--- config.mk ---
export PLATFORM = sky130hd
export DESIGN_NAME = phase_sequencer
export DESIGN_NICKNAME = d
export VERILOG_FILES = /design/src/rtl/phase_sequencer.sv
export SDC_FILE = /design/constraint.sdc
export NUM_CORES = 1
export LEC_CHECK = 0
export CAP_MARGIN = 40
export CORE_MARGIN = 1
export CORE_UTILIZATION = 40
export CTS_BUF_LIST = sky130_fd_sc_hd__clkbuf_16
export DETAILED_ROUTE_END_ITERATION = 12
export PLACE_DENSITY_LB_ADDON = 0.15
export REMOVE_ABC_BUFFERS = 1
export SYNTH_ARGS = -nofsm -noshare
export SYNTH_HDL_FRONTEND = slang
export SYNTH_SLANG_ARGS = --single-unit
--- constraint.sdc ---
create_clock -name CLK -period 1.3 [get_ports CLK]
set_input_delay 0.195 -clock CLK [delete_from_list [all_inputs] [get_ports CLK]]
set_output_delay 0.195 -clock CLK [all_outputs]
set_load 0.01 [all_outputs]
--- src/rtl/phase_sequencer.sv ---
// Phase sequencer: steps through up to four timed phases, arming an external
// chronometer for each one and waiting on its sticky finished flag.
module phase_sequencer #(
  parameter int          NUM_PHASES = 4,
  parameter logic [15:0] T0         = 16'd2,
  parameter logic [15:0] T1         = 16'd5,
  parameter logic [15:0] T2         = 16'd3,
  parameter logic [15:0] T3         = 16'd1
) (
  input  logic                  CLK,
  input  logic                  reset,
  input  logic                  start,
  input  logic                  abort,
  input  logic                  timer_finished,
  output logic                  timer_reset,
  output logic [15:0]           seconds_to_count,
  output logic [1:0]            phase,
  output logic [NUM_PHASES-1:0] phase_active,
  output logic                  busy,
  output logic                  done
);

  typedef enum logic [2:0] {
    S_IDLE,
    S_LOAD,
    S_ARM,
    S_WAIT,
    S_NEXT,
    S_DONE
  } state_t;

  localparam logic [1:0] LAST_PHASE = 2'(NUM_PHASES - 1);

  state_t      state;
  logic [1:0]  entry_phase;
  logic [15:0] entry_secs;

  function automatic logic [15:0] duration(input logic [1:0] p);
    case (p)
      2'd0:    return T0;
      2'd1:    return T1;
      2'd2:    return T2;
      default: return T3;
    endcase
  endfunction

  // Phase about to be loaded: 0 when leaving IDLE, otherwise the successor.
  // NOTE: every always_comb output gets a value on every path so no latch is inferred.
  always_comb begin
    entry_phase = 2'd0;
    if (state != S_IDLE) entry_phase = phase + 2'd1;
    entry_secs = duration(entry_phase);
  end

  // Outputs are computed for the state being entered so they are all registered;
  // timer_reset is therefore already high during the LOAD cycle itself.
  // NOTE: all state and outputs use non-blocking assignments so every flop samples pre-edge values.
  always_ff @(posedge CLK) begin
    if (reset) begin
      state            <= S_IDLE;
      phase            <= 2'd0;
      seconds_to_count <= 16'd0;
      timer_reset      <= 1'b0;
      phase_active     <= '0;
      busy             <= 1'b0;
      done             <= 1'b0;
    end else begin
      timer_reset <= 1'b0;
      done        <= 1'b0;
      if (state != S_IDLE && abort) begin
        state        <= S_IDLE;
        timer_reset  <= 1'b1;
        phase_active <= '0;
        busy         <= 1'b0;
      end else begin
        case (state)
          S_IDLE: begin
            if (start) begin
              state            <= S_LOAD;
              phase            <= entry_phase;
              seconds_to_count <= entry_secs;
              timer_reset      <= (entry_secs != 16'd0);
              busy             <= 1'b1;
            end
          end
          S_LOAD: begin
            if (seconds_to_count == 16'd0) begin
              state <= S_NEXT;
            end else begin
              state        <= S_ARM;
              phase_active <= NUM_PHASES'(1) << phase;
            end
          end
          // The finished flag may still be stale here, so it is not looked at.
          S_ARM: state <= S_WAIT;
          S_WAIT: begin
            if (timer_finished) begin
              state        <= S_NEXT;
              phase_active <= '0;
            end
          end
          S_NEXT: begin
            if (phase == LAST_PHASE) begin
              state <= S_DONE;
              done  <= 1'b1;
            end else begin
              state            <= S_LOAD;
              phase            <= entry_phase;
              seconds_to_count <= entry_secs;
              timer_reset      <= (entry_secs != 16'd0);
            end
          end
          S_DONE: begin
            state <= S_IDLE;
            busy  <= 1'b0;
          end
          default: begin
            state <= S_IDLE;
            busy  <= 1'b0;
          end
        endcase
      end
    end
  end

endmodule

Fig. 1: cell area per tile
The bar under the picture is 20 µm long. 10 x 10 tiles, from dark blue (low) to red (high), 0 to 100% covered.
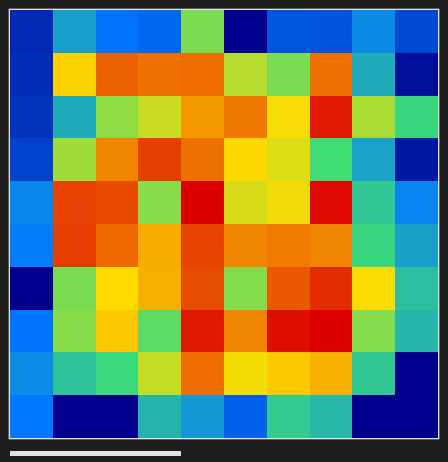
The emptiest ninth of the die: south-west. 7.0% of the tiles are nearly empty. 36% of the tiles are over 75% full.

Fig. 2: drive-strength map
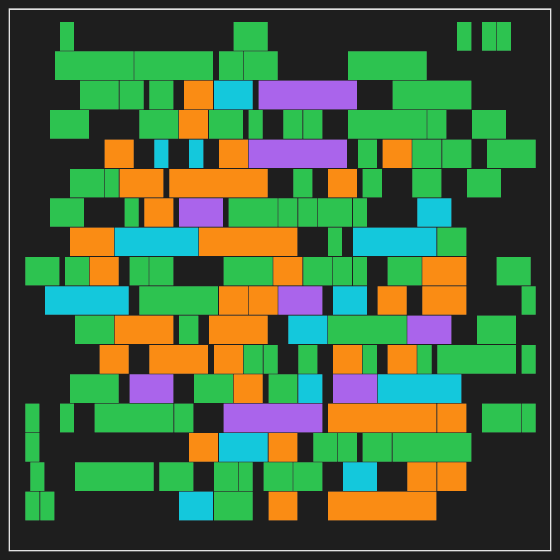
drive 1 or less: marked green, cells 89. drive 6 and up: marked purple, cells 8. drive 2: marked cyan, cells 14. drive 3 to 4: marked orange, cells 34.

Fig. 3: cell classes on the final placement
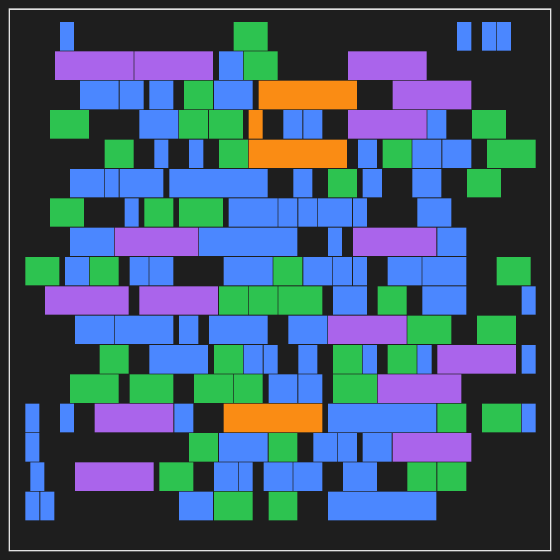
clock drivers and dummy loads: marked orange, cells 4. flops: marked purple, cells 15. other buffers and delay cells: marked green, cells 44. all other logic: marked blue, cells 82.

Fig. 4: signal metal coverage by tile
The bar under the picture is 20 µm long. 10 x 10 tiles, from dark blue (low) to red (high), scaled to the fullest tile. Values are wire area over tile area, all layers added.
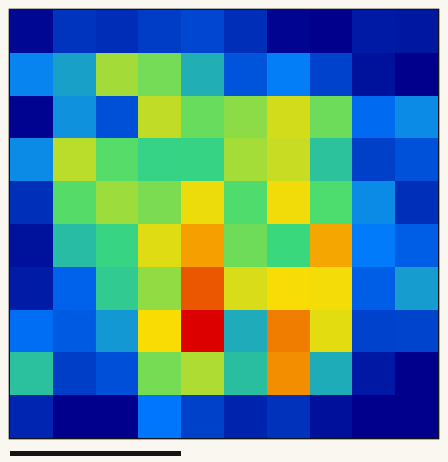
The densest ninth of the die: centre. The mean over all tiles is 0.14. 10% of the tiles are nearly empty. The emptiest ninth of the die: north-east. 34% of the tiles are over half the peak.

Fig. 5: routing congestion map
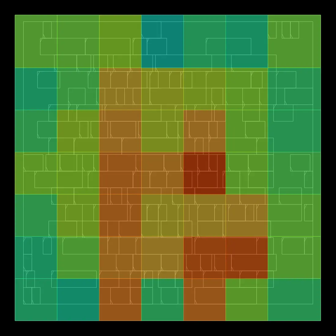
Post-Route Utilization: 65.2%
met3 GRT Util: 4.63%

how the worst max path moves through the flow:
stage,depth (start not counted),start,end
floorplan,4,phase[0],seconds_to_count[2]
global placement,5,start,state[2]
finish,4,state[1],state[2]
global route,4,phase[0],seconds_to_count[2]
CTS,4,phase[1],seconds_to_count[2]
detailed placement,3,reset,seconds_to_count[2]
metal layers:
| metal | up-vias | global-route usage [%] |
|---|---|---|
| met5 | - | 0 |
| met4 | 0 | 5.71 |
| met3 | 2 | 4.63 |
| met2 | 23 | 34.2 |
| met1 | 395 | 21.6 |
| li1 | 426 | - |
where the power goes:
group,switching (mW),leakage (nW),internal [mW]
Combinational,0.244,0.495,0.259
Clock,0.192,0.0423,0.408
Sequential,0.0299,0.124,0.500
Total,0.466,0.661,1.17
==> Slide: Implementation Results <==
Implementation Results

Outcome
  • Status: complete, but fails checks
  • Failing checks: setup timing

Logic synthesis
  • Area leader share: 32.5%
  • YS warnings: 0
  • Post-synth seq share: 32.5%
  • Yosys cell count: 102
  • Area leader, netlist: dfxtp_1

Timing
  • Final count of hold timing violations: 0
  • Setup-failing EPs final: 5
  • Setup WS post-layout: -0.0470 ns

Critical path
  • Buf+Inv Stages, Crit Path: 1
  • R2R Setup Slk: -0.05 ns
  • Crit end category: register
  • R2R depth: 4
  • Critical Path Start Type: register
  • Critical-path top delay cell: or3_4

Die
  • Io pins: 30
  • Die Width: about 50 µm
  • Die footprint: about 0.0025 mm²

Pwr
  • Pleak: about 0.66 nW

Final layout
  • Nets: 155
  • Comb/total area: 42.6%
  • Layout cell share with drive strength beyond 1: 38.6%
  • Fin area: 0.00143 mm²
  • #MultiIn Comb: 77
  • Register area: 305 µm²

Clocking
  • CTS tree: done
  • Late-Pin Clk Latency: between 0.2 and 0.3 ns
  • CTS max path bufs: 2

GRT
  • GR Overflow Total: 0

Detailed routing
  • Routed wire length: 2210 µm
  • Vias/cell: about 4.9
  • Drc violations: 0
  • Met2 Wirelength: 1150 µm

Min path
  • Worst Hold Class: reg -> reg
No activity file was given, so power comes from the tool's default toggle rates.
